**config.mk**
```make
export PLATFORM = sky130hd
export DESIGN_NAME = pipeline_ctrl_flat
export DESIGN_NICKNAME = d
export VERILOG_FILES = /design/src/rtl/pipeline_ctrl_pkg.sv /design/src/rtl/pipeline_ctrl_if.sv /design/src/rtl/pipeline_ctrl_hazard_detect.sv /design/src/rtl/pipeline_ctrl.sv /design/src/flat_wrapper.sv
export SDC_FILE = /design/constraint.sdc
export NUM_CORES = 1
export LEC_CHECK = 0
export ABC_AREA = 0
export CAP_MARGIN = 15
export CORE_ASPECT_RATIO = 2
export CORE_MARGIN = 2
export CORE_UTILIZATION = 45
export CTS_CLUSTER_SIZE = 25
export DETAILED_ROUTE_END_ITERATION = 12
export GPL_ROUTABILITY_DRIVEN = 0
export PLACE_DENSITY = 0.84
export SLEW_MARGIN = 20
export SYNTH_ARGS = -nofsm -noshare
export SYNTH_HDL_FRONTEND = slang
export SYNTH_HIERARCHICAL = 1
export SYNTH_SLANG_ARGS = --single-unit
export TNS_END_PERCENT = 50
```
**constraint.sdc**
```tcl
create_clock -name clk_i -period 2.2 [get_ports clk_i]
set_clock_uncertainty 0.1 [all_clocks]
set_input_delay 0.33 -clock clk_i [delete_from_list [all_inputs] [get_ports clk_i]]
set_output_delay 0.33 -clock clk_i [all_outputs]
set_load 0.005 [all_outputs]
```
**src/rtl/pipeline_ctrl_pkg.sv**
```systemverilog
`default_nettype none
// ============================================================================
// Module   : pipe_ctrl_pkg
// Brief    : Shared types and constants for the pipeline stall/flush controller.
// Revision : 1.0
// ============================================================================
package pipe_ctrl_pkg;

    localparam int STATE_W    = 2;
    localparam int REG_ADDR_W = 5;

    localparam logic [REG_ADDR_W-1:0] REG_X0 = '0;

    typedef enum logic [STATE_W-1:0] {
        ST_RUN    = 2'd0,
        ST_MISS   = 2'd1,
        ST_REFILL = 2'd2
    } state_t;

endpackage
`default_nettype wire

```
**src/rtl/pipeline_ctrl_if.sv**
```systemverilog
`default_nettype none
// ============================================================================
// Module   : pipeline_ctrl_if
// Brief    : Hazard inputs, refill handshake and stage controls of the pipeline.
// Revision : 1.0
// ============================================================================
interface pipeline_ctrl_if;
    import pipe_ctrl_pkg::*;

    logic [REG_ADDR_W-1:0] IF_ID_RS1addr_i;
    logic [REG_ADDR_W-1:0] IF_ID_RS2addr_i;
    logic                  IF_ID_useRS2_i;
    logic                  ID_EX_MemRead_i;
    logic [REG_ADDR_W-1:0] ID_EX_RDaddr_i;
    logic                  branch_taken_i;
    logic                  dmem_req_i;
    logic                  dmem_hit_i;
    logic                  mem_ack_i;
    logic                  mem_req_o;
    logic                  PC_write_o;
    logic                  IF_ID_stall_o;
    logic                  IF_ID_flush_o;
    logic                  ID_EX_stall_o;
    logic                  ID_EX_bubble_o;
    logic                  EX_MEM_stall_o;
    logic                  MEM_WB_stall_o;

    // Pipeline datapath side.
    modport master (
        output IF_ID_RS1addr_i, IF_ID_RS2addr_i, IF_ID_useRS2_i,
        output ID_EX_MemRead_i, ID_EX_RDaddr_i, branch_taken_i,
        output dmem_req_i, dmem_hit_i, mem_ack_i,
        input  mem_req_o, PC_write_o, IF_ID_stall_o, IF_ID_flush_o,
        input  ID_EX_stall_o, ID_EX_bubble_o, EX_MEM_stall_o, MEM_WB_stall_o
    );

    // Controller side.
    modport slave (
        input  IF_ID_RS1addr_i, IF_ID_RS2addr_i, IF_ID_useRS2_i,
        input  ID_EX_MemRead_i, ID_EX_RDaddr_i, branch_taken_i,
        input  dmem_req_i, dmem_hit_i, mem_ack_i,
        output mem_req_o, PC_write_o, IF_ID_stall_o, IF_ID_flush_o,
        output ID_EX_stall_o, ID_EX_bubble_o, EX_MEM_stall_o, MEM_WB_stall_o
    );

endinterface
`default_nettype wire

```
**src/rtl/pipeline_ctrl_hazard_detect.sv**
```systemverilog
`default_nettype none
// ============================================================================
// Module   : hazard_detect
// Brief    : Combinational load-use compare between EX load and ID sources.
// Revision : 1.0
// ============================================================================
module hazard_detect
    import pipe_ctrl_pkg::*;
(
    input  logic [REG_ADDR_W-1:0] rs1,
    input  logic [REG_ADDR_W-1:0] rs2,
    input  logic                  use_rs2,
    input  logic                  mem_read,
    input  logic [REG_ADDR_W-1:0] rd,
    output logic                  load_use
);

    // x0 is hardwired zero, so a load targeting it never creates a dependency.
    assign load_use = mem_read && (rd != REG_X0) &&
                      ((rd == rs1) || (use_rs2 && (rd == rs2)));

endmodule
`default_nettype wire

```
**src/rtl/pipeline_ctrl.sv**
```systemverilog
`default_nettype none
// ============================================================================
// Module   : pipeline_ctrl
// Brief    : Stall/flush controller with data-cache miss freeze and refill FSM.
// Revision : 1.0
// ============================================================================
module pipeline_ctrl
    import pipe_ctrl_pkg::*;
#(
    parameter int ACK_TIMEOUT = 255,
    parameter int MISS_CNT_W  = 16
) (
    input  logic                  clk_i,
    input  logic                  rst_i,
    pipeline_ctrl_if.slave        bus,
    output logic [31:0]           stall_cnt_o,
    output logic [MISS_CNT_W-1:0] miss_cnt_o,
    output logic                  err_o,
    output logic [STATE_W-1:0]    state_o
);

    localparam logic [7:0] TIMEOUT_VAL = 8'(ACK_TIMEOUT);

    state_t     state;
    state_t     next_state;
    logic       load_use;
    logic       miss_start;
    logic       pc_write;
    logic       mem_req;
    logic [7:0] wait_cnt;

    hazard_detect u_hazard (
        .rs1      (bus.IF_ID_RS1addr_i),
        .rs2      (bus.IF_ID_RS2addr_i),
        .use_rs2  (bus.IF_ID_useRS2_i),
        .mem_read (bus.ID_EX_MemRead_i),
        .rd       (bus.ID_EX_RDaddr_i),
        .load_use (load_use)
    );

    always_comb begin
        next_state         = ST_RUN;
        miss_start         = 1'b0;
        pc_write           = 1'b1;
        bus.IF_ID_stall_o  = 1'b0;
        bus.IF_ID_flush_o  = 1'b0;
        bus.ID_EX_stall_o  = 1'b0;
        bus.ID_EX_bubble_o = 1'b0;
        bus.EX_MEM_stall_o = 1'b0;
        bus.MEM_WB_stall_o = 1'b0;
        case (state)
            ST_RUN: begin
                if (bus.dmem_req_i && !bus.dmem_hit_i) begin
                    next_state = ST_MISS;
                    miss_start = 1'b1;
                end else if (load_use) begin
                    // Branch waits: it re-resolves once the load result is forwarded.
                    pc_write           = 1'b0;
                    bus.IF_ID_stall_o  = 1'b1;
                    bus.ID_EX_bubble_o = 1'b1;
                end else if (bus.branch_taken_i) begin
                    bus.IF_ID_flush_o = 1'b1;
                end
            end
            ST_MISS:   next_state = bus.mem_ack_i ? ST_REFILL : ST_MISS;
            ST_REFILL: next_state = ST_RUN;
            default:   next_state = ST_RUN;
        endcase
        if (miss_start || state == ST_MISS || state == ST_REFILL) begin
            pc_write           = 1'b0;
            bus.IF_ID_stall_o  = 1'b1;
            bus.ID_EX_stall_o  = 1'b1;
            bus.EX_MEM_stall_o = 1'b1;
            bus.MEM_WB_stall_o = 1'b1;
        end
    end

    always_ff @(posedge clk_i or negedge rst_i) begin
        if (!rst_i) begin
            state       <= ST_RUN;
            mem_req     <= 1'b0;
            stall_cnt_o <= '0;
            miss_cnt_o  <= '0;
            err_o       <= 1'b0;
            wait_cnt    <= '0;
        end else begin
            state   <= next_state;
            mem_req <= (next_state == ST_MISS);
            if (!pc_write && stall_cnt_o != '1)
                stall_cnt_o <= stall_cnt_o + 32'd1;
            if (miss_start && miss_cnt_o != '1)
                miss_cnt_o <= miss_cnt_o + MISS_CNT_W'(1);
            // An ack arriving on the timeout cycle takes precedence over the error.
            if (state == ST_MISS) begin
                if (!bus.mem_ack_i) begin
                    if (wait_cnt != TIMEOUT_VAL)
                        wait_cnt <= wait_cnt + 8'd1;
                    if (wait_cnt + 8'd1 == TIMEOUT_VAL)
                        err_o <= 1'b1;
                end
            end else begin
                wait_cnt <= '0;
            end
        end
    end

    assign bus.mem_req_o  = mem_req;
    assign bus.PC_write_o = pc_write;
    assign state_o        = state;

endmodule
`default_nettype wire

```
**src/flat_wrapper.sv**
```systemverilog
// flat-port wrapper written by rule: the top's interface ports become plain ports
module pipeline_ctrl_flat import pipe_ctrl_pkg::*;
#(
    parameter int ACK_TIMEOUT = 255,
    parameter int MISS_CNT_W  = 16
)
  (clk_i, rst_i, stall_cnt_o, miss_cnt_o, err_o, state_o, bus_IF_ID_RS1addr_i, bus_IF_ID_RS2addr_i, bus_IF_ID_useRS2_i, bus_ID_EX_MemRead_i, bus_ID_EX_RDaddr_i, bus_branch_taken_i, bus_dmem_req_i, bus_dmem_hit_i, bus_mem_ack_i, bus_mem_req_o, bus_PC_write_o, bus_IF_ID_stall_o, bus_IF_ID_flush_o, bus_ID_EX_stall_o, bus_ID_EX_bubble_o, bus_EX_MEM_stall_o, bus_MEM_WB_stall_o);
  pipeline_ctrl_if bus_i ();
  input  logic clk_i;
  input  logic rst_i;
  output logic [31:0] stall_cnt_o;
  output logic [MISS_CNT_W-1:0] miss_cnt_o;
  output logic err_o;
  output logic [STATE_W-1:0] state_o;
  input wire logic [$bits(bus_i.IF_ID_RS1addr_i)-1:0] bus_IF_ID_RS1addr_i;
  input wire logic [$bits(bus_i.IF_ID_RS2addr_i)-1:0] bus_IF_ID_RS2addr_i;
  input wire logic [$bits(bus_i.IF_ID_useRS2_i)-1:0] bus_IF_ID_useRS2_i;
  input wire logic [$bits(bus_i.ID_EX_MemRead_i)-1:0] bus_ID_EX_MemRead_i;
  input wire logic [$bits(bus_i.ID_EX_RDaddr_i)-1:0] bus_ID_EX_RDaddr_i;
  input wire logic [$bits(bus_i.branch_taken_i)-1:0] bus_branch_taken_i;
  input wire logic [$bits(bus_i.dmem_req_i)-1:0] bus_dmem_req_i;
  input wire logic [$bits(bus_i.dmem_hit_i)-1:0] bus_dmem_hit_i;
  input wire logic [$bits(bus_i.mem_ack_i)-1:0] bus_mem_ack_i;
  output wire logic [$bits(bus_i.mem_req_o)-1:0] bus_mem_req_o;
  output wire logic [$bits(bus_i.PC_write_o)-1:0] bus_PC_write_o;
  output wire logic [$bits(bus_i.IF_ID_stall_o)-1:0] bus_IF_ID_stall_o;
  output wire logic [$bits(bus_i.IF_ID_flush_o)-1:0] bus_IF_ID_flush_o;
  output wire logic [$bits(bus_i.ID_EX_stall_o)-1:0] bus_ID_EX_stall_o;
  output wire logic [$bits(bus_i.ID_EX_bubble_o)-1:0] bus_ID_EX_bubble_o;
  output wire logic [$bits(bus_i.EX_MEM_stall_o)-1:0] bus_EX_MEM_stall_o;
  output wire logic [$bits(bus_i.MEM_WB_stall_o)-1:0] bus_MEM_WB_stall_o;
  assign bus_i.IF_ID_RS1addr_i = bus_IF_ID_RS1addr_i;
  assign bus_i.IF_ID_RS2addr_i = bus_IF_ID_RS2addr_i;
  assign bus_i.IF_ID_useRS2_i = bus_IF_ID_useRS2_i;
  assign bus_i.ID_EX_MemRead_i = bus_ID_EX_MemRead_i;
  assign bus_i.ID_EX_RDaddr_i = bus_ID_EX_RDaddr_i;
  assign bus_i.branch_taken_i = bus_branch_taken_i;
  assign bus_i.dmem_req_i = bus_dmem_req_i;
  assign bus_i.dmem_hit_i = bus_dmem_hit_i;
  assign bus_i.mem_ack_i = bus_mem_ack_i;
  assign bus_mem_req_o = bus_i.mem_req_o;
  assign bus_PC_write_o = bus_i.PC_write_o;
  assign bus_IF_ID_stall_o = bus_i.IF_ID_stall_o;
  assign bus_IF_ID_flush_o = bus_i.IF_ID_flush_o;
  assign bus_ID_EX_stall_o = bus_i.ID_EX_stall_o;
  assign bus_ID_EX_bubble_o = bus_i.ID_EX_bubble_o;
  assign bus_EX_MEM_stall_o = bus_i.EX_MEM_stall_o;
  assign bus_MEM_WB_stall_o = bus_i.MEM_WB_stall_o;
  pipeline_ctrl #(.ACK_TIMEOUT(ACK_TIMEOUT), .MISS_CNT_W(MISS_CNT_W)) u_core (.clk_i(clk_i), .rst_i(rst_i), .bus(bus_i), .stall_cnt_o(stall_cnt_o), .miss_cnt_o(miss_cnt_o), .err_o(err_o), .state_o(state_o));
endmodule
```
==> impl_metrics.json <==
{
  "ctsHtreeMaxLevel": 3,
  "dieWidth_um": 63.2,
  "track_usage": 0.233,
  "synth_area_leader_cell": "dfrtp_1",
  "wirelength_um": 8880,
  "dr_wl_met2_um": 5060,
  "path_buffers": 7,
  "nets": 464,
  "top_area_frac": 0.476,
  "busiest_layer": "met2",
  "stdcell_count": 532,
  "drtAntennaViolNets": 0,
  "mostFrequentLayoutCell": "dfrtp_1",
  "synthTopCellsByCount": "dfrtp_1 (60), xor2_1 (34), nand2_1 (24), nand3_1 (22), xnor2_1 (22)",
  "most_common_cell": "dfrtp_1",
  "required_ns": 1.77,
  "utilization": 0.711,
  "post_cts_resized": 78,
  "fin_crit_sh": 1.04,
  "synth-xor-area-share": 0.155,
  "antennaDiodeCount": 0,
  "die_y_um": 122,
  "path_max_fanout": 2,
  "logic_area_sq_mm": 0.00179,
  "layout_top_cells": "dfrtp_1 (60), clkdlybuf4s50_1 (58), xor2_1 (33)",
  "pwr_density_cell_mw_per_mm2": 802,
  "topCombFamilyByArea": "simple AND/OR/NAND/NOR gates",
  "violations": "setup timing",
  "crit_top_cell": "buf_6",
  "vias": 2982,
  "grt_overflow": 0,
  "fillers": 526,
  "met3WireLength_um": 455,
  "slowest_delay_ns": 0.49,
  "syn_nets": 339,
  "cp-start-kind": "input port",
  "hp-start": "u_core/err_o$_DFFE_PN0P_",
  "status": "complete, but fails checks",
  "grt_pass1_wl_um": 13900,
  "cp.depth": 11,
  "maxSlewHeadroom": 0.507,
  "crit_family": "buffers and inverters",
  "hold_viol_final": 0,
  "fin_ws_ns": -0.0939,
  "tool_warnings": 30,
  "areaGrowthSynthToFinish_pct": 55.3,
  "drv_slew": 0,
  "via_per_inst": 5.61,
  "comb_share": 0.365,
  "yosys.area_share.aoi": 0.0646,
  "critPathArrivalTime_ns": 1.86,
  "setup_viol": 13,
  "buf_share": 0.228,
  "post_cts_buffers": 8,
  "synth_cells": 312,
  "maxCapViolations": 0,
  "die_area_sq_mm": 0.00774,
  "clock_area_frac": 0.0715,
  "critical_path.endpoint": "bus_IF_ID_stall_o",
  "synth-area-yosys_sq_mm": 0.00316,
  "synth.top_cells.by_area": "dfrtp_1 (48%), xor2_1 (9.4%), xnor2_1 (6.1%), nand4_1 (3.6%), nand3_1 (3.5%)",
  "drc": 0,
  "r2r_start": "u_core/state_o[0]$_DFF_PN0_",
  "seq_cells": 60,
  "signal_buffers": 121,
  "ff_type": "dfrtp_1",
  "total_power_mw": 3.93,
  "wl_met1_um": 3070,
  "clk_latency_ns": 0.33,
  "synth.cell_area_sq_mm": 0.00316,
  "place_inst": 506,
  "cts-root-buf": "clkbuf_16",
  "critPathKind": "input port to primary output",
  "portBuffers": 81,
  "cts_tree": "built",
  "fp_util": 0.458,
  "fmax_mhz": 436,
  "synth_area_per_cell_sq_um": 10.1,
  "yosysUniqueCellTypes": 43,
  "io_pins": 82,
  "leakagePower_nw": 1.97,
  "worst_pin_slew_ns": 0.739,
  "regToRegEndpoint": "u_core/miss_cnt_o[12]$_DFFE_PN0P_",
  "yosys_cells": 312,
  "top_area_cell_class": "logic gates",
  "rrSetupSlack_ns": 0.11,
  "logic_gates": 238,
  "rsz0062_at_grt": "yes",
  "simple_gate_area_frac": 0.253,
  "dp_hpwl_um": 6060,
  "mux_share": 0.0143
}
registers in the layout, summed over array words and instances (netlist names):
| name | cells |
|---|---|
| u_core/bus.mem_req_o | 1 |
| u_core/err_o | 1 |
| u_core/miss_cnt_o | 16 |
| u_core/stall_cnt_o | 32 |
| u_core/state_o | 2 |
| u_core/wait_cnt | 8 |
power by group:
| part | switching [mW] | internal (mW) | leakage (nW) |
|---|---|---|---|
| Sequential | 0.166 | 1.24 | 0.717 |
| Clock | 0.497 | 1.14 | 0.169 |
| Combinational | 0.373 | 0.520 | 1.08 |
cell families after synthesis:
family | count (synthesis)
simple gates | 144
flops | 60
xor+xnor | 56
compound gates | 30
buf+inv | 14
mux | 4
fa+ha+maj | 4
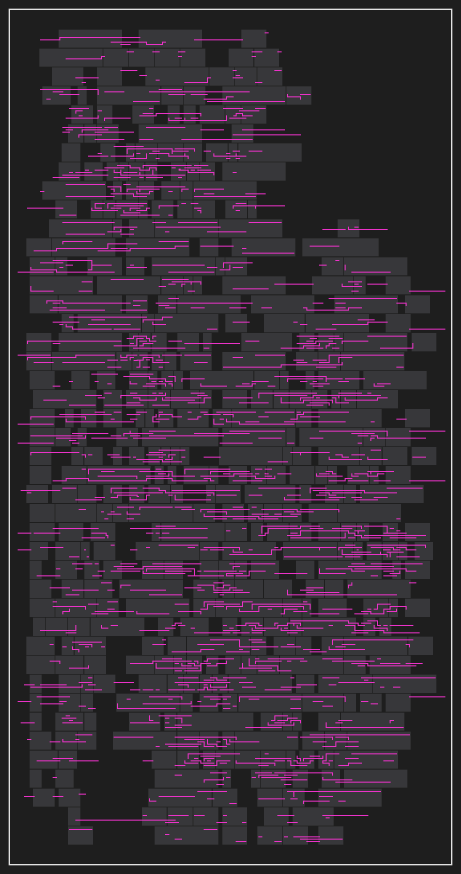
(signal wires on met1)
Cells faint in the background.
share of all routed wire	35%
nets with wire on the layer	415
main direction	horizontal
wire length on this layer	3070 um

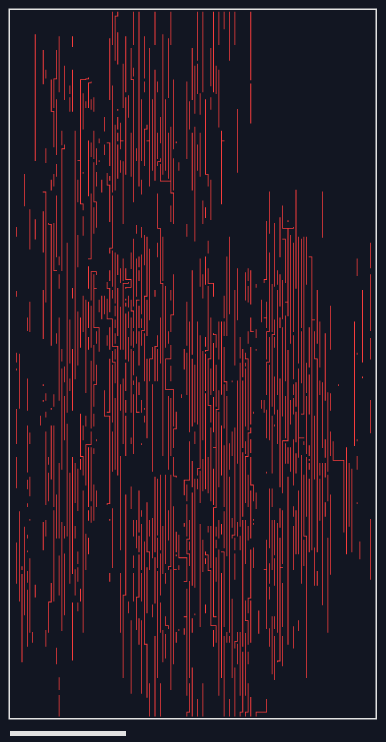
(met2 routing)
Scale bar: 20 um.
share of all routed wire	57%
wire length on this layer	5060 um
nets with wire on the layer	433
main direction	vertical
longest straight run	50.7 um

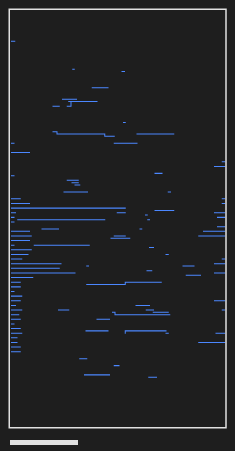
(met3 routing)
Scale bar: 20 um.
nets with wire on the layer	80
main direction	horizontal
longest straight run	33.4 um
wire length on this layer	456 um
share of all routed wire	5.1%

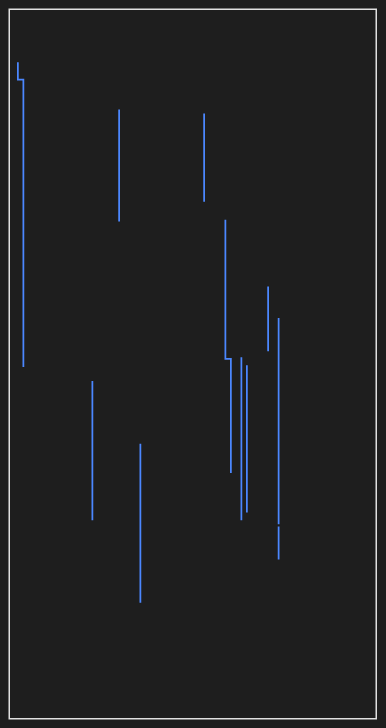
(the metal 4 layer)
main direction	vertical
nets with wire on the layer	9
longest straight run	49.5 um

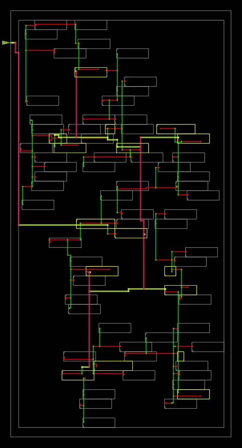
(clock wiring as the flow saved it)
clk sinks: 60
Clk power: 1.63 mW
CTS buffer count: 9
Clock Buffer Count: 10

Power and IR drop assume default switching activity.
